--- config.mk ---
export PLATFORM = sky130hd
export DESIGN_NAME = interrupt_pending_unit
export DESIGN_NICKNAME = d
export VERILOG_FILES = /design/src/rtl/csr_types.sv /design/src/rtl/irq_priority_encoder.sv /design/src/rtl/interrupt_pending_unit.sv
export SDC_FILE = /design/constraint.sdc
export NUM_CORES = 1
export LEC_CHECK = 0
export CAP_MARGIN = 20
export CORE_ASPECT_RATIO = 1.4
export CORE_MARGIN = 2
export CORE_UTILIZATION = 25
export DETAILED_ROUTE_END_ITERATION = 16
export HOLD_SLACK_MARGIN = 0.05
export PLACE_DENSITY = 0.82
export SLEW_MARGIN = 5
export SYNTH_ARGS = -nofsm -noshare
export SYNTH_HDL_FRONTEND = slang
export SYNTH_SLANG_ARGS = --single-unit
--- constraint.sdc ---
create_clock -name clk -period 1.9 [get_ports clk]
set_input_delay 0.285 -clock clk [delete_from_list [all_inputs] [get_ports clk]]
set_output_delay 0.285 -clock clk [all_outputs]
set_load 0.02 [all_outputs]
--- src/rtl/csr_types.sv ---
// CSR layout types shared by the trap path: mip/mie/mcause layouts, privilege
// encoding, interrupt cause codes and the interrupt-request FSM encoding.
package csr_types;

  localparam int ECODE_W = 4;

  typedef enum logic [1:0] {
    USER_PRIVILEGE       = 2'b00,
    SUPERVISOR_PRIVILEGE = 2'b01,
    MACHINE_PRIVILEGE    = 2'b11
  } privilege_t;

  typedef struct packed {
    logic [15:0] custom;
    logic [3:0]  zero_15_12;
    logic        meip;
    logic        zero_10;
    logic        seip;
    logic        zero_8;
    logic        mtip;
    logic        zero_6;
    logic        stip;
    logic        zero_4;
    logic        msip;
    logic        zero_2;
    logic        ssip;
    logic        zero_0;
  } mip_t;

  typedef struct packed {
    logic [15:0] custom;
    logic [3:0]  zero_15_12;
    logic        meie;
    logic        zero_10;
    logic        seie;
    logic        zero_8;
    logic        mtie;
    logic        zero_6;
    logic        stie;
    logic        zero_4;
    logic        msie;
    logic        zero_2;
    logic        ssie;
    logic        zero_0;
  } mie_t;

  typedef struct packed {
    logic        is_interrupt;
    logic [30:0] code;
  } mcause_t;

  typedef enum logic [1:0] {
    IRQ_IDLE    = 2'd0,
    IRQ_REQ     = 2'd1,
    IRQ_HOLDOFF = 2'd2
  } irq_fsm_t;

  localparam logic [ECODE_W-1:0] M_EXT_INT   = 4'd11;
  localparam logic [ECODE_W-1:0] M_SOFT_INT  = 4'd3;
  localparam logic [ECODE_W-1:0] M_TIMER_INT = 4'd7;
  localparam logic [ECODE_W-1:0] S_EXT_INT   = 4'd9;
  localparam logic [ECODE_W-1:0] S_SOFT_INT  = 4'd1;
  localparam logic [ECODE_W-1:0] S_TIMER_INT = 4'd5;

  // Standard interrupt bit positions that can ever be eligible.
  localparam logic [11:0] IRQ_STD_MASK = 12'hAAA;

  // Code 0 is never a real interrupt cause, so it maps to an all-zero mcause;
  // this keeps the reset value of irq_mcause at zero.
  function automatic mcause_t irq_to_mcause(input logic [ECODE_W-1:0] code);
    mcause_t mc;
    mc = '0;
    if (code != '0) begin
      mc.is_interrupt = 1'b1;
      mc.code         = 31'(code);
    end
    return mc;
  endfunction

endpackage

--- src/rtl/irq_priority_encoder.sv ---
// Fixed-priority encoder over the 12 standard interrupt bits:
// MEI(11) > MSI(3) > MTI(7) > SEI(9) > SSI(1) > STI(5).
module irq_priority_encoder
  import csr_types::*;
(
  input  logic [11:0]        eligible,
  output logic               any,
  output logic [ECODE_W-1:0] code
);

  // Even positions hold no standard interrupt and never win arbitration.
  logic unused_even;
  assign unused_even = ^{eligible[10], eligible[8], eligible[6],
                         eligible[4], eligible[2], eligible[0]};

  // Pick the highest-priority pending cause.
  always_comb begin
    any  = 1'b1;
    code = '0;
    if (eligible[11])     code = M_EXT_INT;
    else if (eligible[3]) code = M_SOFT_INT;
    else if (eligible[7]) code = M_TIMER_INT;
    else if (eligible[9]) code = S_EXT_INT;
    else if (eligible[1]) code = S_SOFT_INT;
    else if (eligible[5]) code = S_TIMER_INT;
    else                  any  = 1'b0;
  end

endmodule

--- src/rtl/interrupt_pending_unit.sv ---
// Machine interrupt-pending unit: holds mip, qualifies it against mie,
// mstatus.MIE and privilege, and issues one prioritized request with a
// valid/ack handshake followed by a re-arbitration holdoff.
// Optional macro IRQ_INPUT_SYNC_EN: 2-flop synchronizers on the four
// platform interrupt lines ahead of the mip register.
module interrupt_pending_unit
  import csr_types::*;
#(
  parameter int HOLDOFF_CYCLES = 1
) (
  input  logic               clk,
  input  logic               rst_n,
  input  logic               m_software_irq,
  input  logic               m_timer_irq,
  input  logic               m_external_irq,
  input  logic               s_external_irq,
  input  logic [31:0]        mie,
  input  logic               mstatus_mie,
  input  logic [1:0]         privilege,
  input  logic               mip_we,
  input  logic [31:0]        mip_wdata,
  input  logic               commit_block,
  output logic [31:0]        mip,
  output logic               irq_valid,
  output logic [ECODE_W-1:0] irq_code,
  output logic [31:0]        irq_mcause,
  input  logic               irq_ack
);

  localparam int CNT_W = (HOLDOFF_CYCLES > 0) ? $clog2(HOLDOFF_CYCLES + 1) : 1;

  logic msi_s, mti_s, mei_s, sei_s;

`ifdef IRQ_INPUT_SYNC_EN
  logic [3:0] sync_p0, sync_p1;

  // Two-flop synchronizer for the asynchronous platform lines.
  always_ff @(posedge clk or negedge rst_n) begin
    if (!rst_n) begin
      sync_p0 <= '0;
      sync_p1 <= '0;
    end else begin
      sync_p0 <= {m_software_irq, m_timer_irq, m_external_irq, s_external_irq};
      sync_p1 <= sync_p0;
    end
  end

  assign {msi_s, mti_s, mei_s, sei_s} = sync_p1;
`else
  assign {msi_s, mti_s, mei_s, sei_s} =
    {m_software_irq, m_timer_irq, m_external_irq, s_external_irq};
`endif

  logic msip_q, mtip_q, meip_q, sei_q;
  logic ssip_q, stip_q, seip_sw_q;

  // mip state: hardware bits follow the lines, software bits follow CSR writes.
  always_ff @(posedge clk or negedge rst_n) begin
    if (!rst_n) begin
      msip_q    <= 1'b0;
      mtip_q    <= 1'b0;
      meip_q    <= 1'b0;
      sei_q     <= 1'b0;
      ssip_q    <= 1'b0;
      stip_q    <= 1'b0;
      seip_sw_q <= 1'b0;
    end else begin
      msip_q <= msi_s;
      mtip_q <= mti_s;
      meip_q <= mei_s;
      sei_q  <= sei_s;
      if (mip_we) begin
        ssip_q    <= mip_wdata[1];
        stip_q    <= mip_wdata[5];
        seip_sw_q <= mip_wdata[9];
      end
    end
  end

  mip_t mip_r;

  // Assemble the architectural mip view; custom and reserved fields read 0.
  always_comb begin
    mip_r      = '0;
    mip_r.msip = msip_q;
    mip_r.mtip = mtip_q;
    mip_r.meip = meip_q;
    mip_r.ssip = ssip_q;
    mip_r.stip = stip_q;
    mip_r.seip = seip_sw_q | sei_q;
  end

  assign mip = mip_r;

  logic unused_inputs;
  assign unused_inputs = ^{mie[31:12], mip_wdata[31:10], mip_wdata[8:6],
                           mip_wdata[4:2], mip_wdata[0]};

  logic        global_en;
  logic [11:0] eligible;
  logic [15:0] elig_ext;
  logic        enc_any;
  logic [ECODE_W-1:0] enc_code;

  assign global_en = (privilege != MACHINE_PRIVILEGE) | mstatus_mie;
  assign eligible  = mip[11:0] & mie[11:0] & IRQ_STD_MASK & {12{global_en}};
  assign elig_ext  = {4'b0, eligible};

  irq_priority_encoder u_enc (
    .eligible (eligible),
    .any      (enc_any),
    .code     (enc_code)
  );

  irq_fsm_t           state_q;
  logic [CNT_W-1:0]   cnt_q;
  logic [ECODE_W-1:0] code_q;

  // Request handshake: arbitrate in IDLE, freeze in REQ, pause in HOLDOFF.
  always_ff @(posedge clk or negedge rst_n) begin
    if (!rst_n) begin
      state_q <= IRQ_IDLE;
      cnt_q   <= '0;
      code_q  <= '0;
    end else begin
      case (state_q)
        IRQ_IDLE: begin
          if (enc_any && !commit_block) begin
            code_q  <= enc_code;
            state_q <= IRQ_REQ;
          end
        end
        IRQ_REQ: begin
          if (irq_ack) begin
            if (HOLDOFF_CYCLES == 0) begin
              state_q <= IRQ_IDLE;
            end else begin
              state_q <= IRQ_HOLDOFF;
              cnt_q   <= CNT_W'(HOLDOFF_CYCLES);
            end
          end else if (!elig_ext[code_q]) begin
            state_q <= IRQ_IDLE;
          end
        end
        IRQ_HOLDOFF: begin
          if (cnt_q <= CNT_W'(1)) begin
            state_q <= IRQ_IDLE;
            cnt_q   <= '0;
          end else begin
            cnt_q <= cnt_q - CNT_W'(1);
          end
        end
        default: state_q <= IRQ_IDLE;
      endcase
    end
  end

  assign irq_valid  = (state_q == IRQ_REQ);
  assign irq_code   = code_q;
  assign irq_mcause = irq_to_mcause(code_q);

endmodule
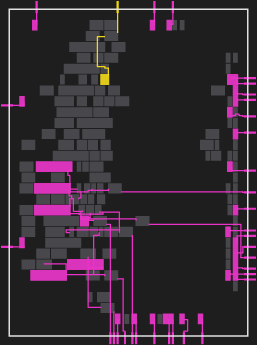
*I/O nets highlighted, run 1*
Scale: 4 px per um.
Key: magenta = mip [direction output, edge 16 right, 11 bottom, 3 top, 2 left, end cells 32, buffers 6, wire 355 um]; yellow = irq_valid [direction output, edge top, end cells 1, buffers 1, wire 19.9 um]
Buffers on Ports: 36
# IOs: 145

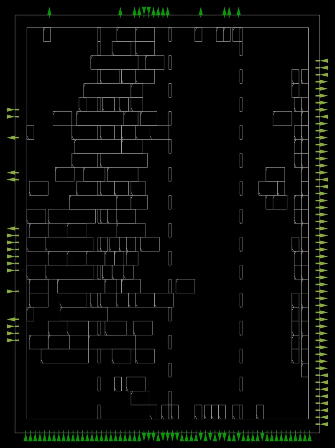
*Cell placement, run 1*
flop share of the area: 0.248
Core ar.: 4170 um^2
filler cell count in the final layout: 428
fin cells: 196

==> results.cfg, run 1 <==
; synthesis and place-and-route metrics
[pwr]
pwr-share-seq = 0.298
clock_power_share = 0.203
vdd_drop_max_mv = 0.463
power_density_nw_per_um2 = 894

[die]
fp.dieH_um = 81.3

[clocking]
clock_sinks = 13
clk_latency_ps = 240
cts_tree = done

[yosys]
yosysChipArea_um2 = 1070
ys_types = 26
yosys.area.top_type = buf_4
simple_gate_share = 0.118
ys_top_logic_family = buffers and inverters
topCellsByArea = buf_4 41%, dfrtp_1 30%, mux2_1 6.3%
synthCells = 116
ys.flop_type = dfrtp_1
synth_area_um2 = 1070
ys.flops = 13
synth.avg_cell_area_um2 = 9.20
edf_count = 0

[worst_setup_path]
endpoint_kind = output port
path_delay_family = simple AND/OR/NAND/NOR gates
crit_slowest_cell = or4_1
critPathMaxFanout = 2
worstPathRequired_ps = 1620
cpPeakStageDelay_ps = 500

[cells_and_area]
n_all_inverters = 0
top_area_cell_class = combinational gates
n_clock_buffer = 4
logic_area_um2 = 487
nets = 228

[routing]
remaining_drc_errors = 0
drt-pass1-iter-count = 4
wl_met1_um = 666

[global_route]
grt_pass1_wl_um = 2870

[sta]
slew_violations = 0
fin_skew_ps = 0.807
finalHoldViolCount = 0

[run_status]
status = finished, final reports clean

[hold_path]
hp-class = in -> async

[place]
dp_hpwl_um = 1700
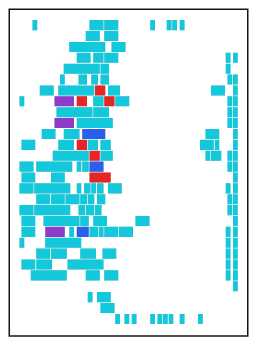
*Cell sizes after repair, run 1*
Scale: 4 px per um.
Key: cyan = drive 1 or less [cells 139, share 92%]; purple = drive 6 and up [cells 3, share 2.0%]; blue = drive 2 [cells 3, share 2.0%]; red = drive 3 to 4 [cells 6, share 4.0%]
final worst setup slack: 162 ps
area delta synth->final: 22.7%
Plain + repair buffers: 41
Post-Layout Inst Area: 1310 um^2

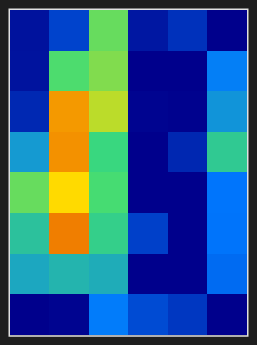
*Cell density map, run 1*
Scale: 4 px per um. The die is cut into 6 by 8 equal tiles; dark blue is low, red is high, 0 to 100% covered.
The emptiest ninth of the die: lower right. 8.3% of the tiles are over 75% full. The densest ninth of the die: middle left.
pre-placement core utilization: 0.256
final core utilization: 0.314

[run 1: stage by stage]
step | setup slack [ps] | std cells | utilization | power [W] | cell area, um^2
floorplan | 397 | 168 | - | 0.000780 | 1260
global placement | 11.3 | 192 | 0.304 | 0.000935 | 1270
detailed placement | 8.41 | 192 | 0.304 | 0.000939 | 1270
CTS | 146 | 196 | 0.314 | 0.00118 | 1310
global route | 94.5 | 196 | 0.314 | 0.00125 | 1310
finish | 162 | 196 | 0.314 | 0.00117 | 1310
[run 1: worst max path at each step]
stage	end	slack (ps)	cells past startpoint
3_3_place_gp	irq_code[2]	10	5
4_1_cts	irq_mcause[31]	150	2
5_1_grt	irq_code[3]	90	5
6_report	irq_mcause[31]	160	2
2_1_floorplan	state_q[0]	400	3
3_5_place_dp	irq_code[3]	8	5
==> run 1 -> run 2 <==
--- a/config.mk
+++ b/config.mk
@@ -6,7 +6,7 @@
 export NUM_CORES = 1
 export LEC_CHECK = 0
 export CAP_MARGIN = 20
-export CORE_ASPECT_RATIO = 1.4
+export CORE_ASPECT_RATIO = 0.5
 export CORE_MARGIN = 2
 export CORE_UTILIZATION = 25
 export DETAILED_ROUTE_END_ITERATION = 16
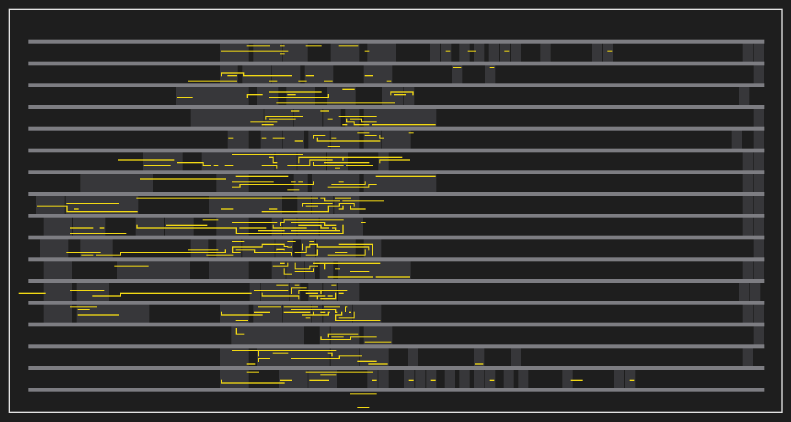
*Signal wires on met1, run 2*
Scale: 8 px per um. Supply wires on this layer in gray.
The layer holds 37% of the routed length. 122 nets have wire on it. The wires run mostly horizontal.

==> results.cfg, run 2 <==
; synthesis and place-and-route metrics
[sta]
slew_violations = 0
setup_ws_ps = 151
fin_skew_ps = 2.40

[worst_setup_path]
endpoint_kind = output port
worstPathRequired_ps = 1620
crit_slowest_cell = or4_1
path_delay_family = simple AND/OR/NAND/NOR gates
cpPeakStageDelay_ps = 520

[cells_and_area]
nFillCells = 408
post-route-util = 0.332
layoutNonFillerInstCount = 206
syn_to_final_growth_pct = 24.6
logic_area_um2 = 487
fin_area_um2 = 1330

[yosys]
ys.flops = 13
topCellsByArea = buf_4 41%, dfrtp_1 30%, mux2_1 6.3%
synth.avg_cell_area_um2 = 9.20
yosys.area.top_type = buf_4
edf_count = 0
synthCells = 116

[pwr]
pwr-share-seq = 0.307
vdd_drop_max_mv = 0.302
clock_power_share = 0.212

[clocking]
cts_tree = done
clk_latency_ps = 250
clock_sinks = 13

[place]
dp_cells = 202
post-place-ws_ps = -29.5

[die]
initCoreUtil = 0.267

[routing]
drt-pass1-iter-count = 4
remaining_drc_errors = 0

[run_status]
status = finished, final reports clean
-- run 2: netlist changes by cell type in the layout (fill, tap and decap cells not counted) --
cell	before	now
buf_4	5	6
clkbuf_1	1	0
clkinv_2	0	1
-- run 2: path summary, 6_finish.rpt --
path	end	slack (ps)	from
max in group asynchronous	sei_q	1080	rst_n
setup / recovery	irq_mcause[31]	150	irq_code[1]
hold reg to reg	ssip_q	530	ssip_q
min in group clk	mtip_q	480	m_timer_irq
hold / removal	state_q[1]	420	rst_n
setup reg to reg	irq_code[1]	220	meip_q
-- run 2: layout make-up --
type	instances	area share
Sequential cell	13	0.245
Tap cell	54	0.0508
Multi-Input combinational cell	93	0.366
Clock buffer	3	0.0310
Clock inverter	1	0.00376
Timing Repair Buffer	42	0.304
==> run 2 -> run 3 <==
--- a/config.mk
+++ b/config.mk
@@ -5,13 +5,14 @@
 export SDC_FILE = /design/constraint.sdc
 export NUM_CORES = 1
 export LEC_CHECK = 0
+export ABC_AREA = 1
 export CAP_MARGIN = 20
 export CORE_ASPECT_RATIO = 0.5
 export CORE_MARGIN = 2
-export CORE_UTILIZATION = 25
+export CORE_UTILIZATION = 26
 export DETAILED_ROUTE_END_ITERATION = 16
 export HOLD_SLACK_MARGIN = 0.05
-export PLACE_DENSITY = 0.82
+export PLACE_DENSITY = 0.81
 export SLEW_MARGIN = 5
 export SYNTH_ARGS = -nofsm -noshare
 export SYNTH_HDL_FRONTEND = slang
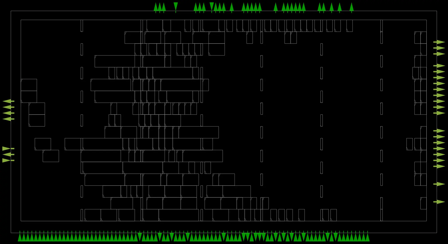
*Cell placement, run 3*
filler cell count in the final layout: 441
n_taps: 57
standard-cell rows: 17
Flops: 13
final core utilization: 0.318

==> results.cfg, run 3 <==
; synthesis and place-and-route metrics
[run_status]
status = finished, final reports clean

[cells_and_area]
layoutNonFillerInstCount = 238
n_all_inverters = 15
seq_share = 0.237
sh_comb_area = 0.374
clkCellAreaFrac = 0.0328
logic_area_um2 = 513
nets = 258
n_clock_buffer = 4

[pwr]
finalPower_w = 0.00119
clock_power_share = 0.208
pwr-share-seq = 0.324

[place]
dp_cells = 234

[yosys]
ys_top_logic_family = buffers and inverters
synthCells = 151
ys_types = 18
synth_area_um2 = 1150
yosysChipArea_um2 = 1150

[global_route]
grt_pass1_wl_um = 3170

[die]
io_pins = 145
core_um2 = 4320

[clocking]
clk_latency_ps = 250

[worst_setup_path]
regToRegStartpoint = state_q[1]
rrSetupSlack_ps = 660
endpoint_kind = output port
setup.worst_path.start = irq_code[1]
crit-reg2reg-capture = irq_code[1]
critPathMaxFanout = 8
endpoint = irq_mcause[31]

[sta]
fin_skew_ps = 0.870

[hold_path]
hp-class = in -> async
==> run 3: critical path: stages, from the launching register on <==
cell and delay (ps):
dfrtp_1 480, inv_1 120, nand3_1 110, clkdlybuf4s50_1 600
==> run 3: kinds of logic (layout without fill, tap and decap cells) <==
| logic type | Yosys count | count (layout) |
|---|---|---|
| simple gates | 53 | 53 |
| compound gates | 4 | 4 |
| other cells | 1 | 53 |
| mux | 3 | 3 |
| buf+inv | 77 | 55 |
| flops | 13 | 13 |
==> run 3: metal layers <==
layer | part of all wire | vias to the layer above | routed length (um) | global-route usage
met1 | 0.39 | 378 | 777 | 0.0811
met3 | 0.057 | 3 | 113 | 0.0109
met4 | 0.013 | 0 | 25 | 0.0440
met2 | 0.54 | 37 | 1070 | 0.156
li1 | - | 402 | - | -
met5 | 0 | - | 0 | 0
Power and IR drop assume default switching activity.
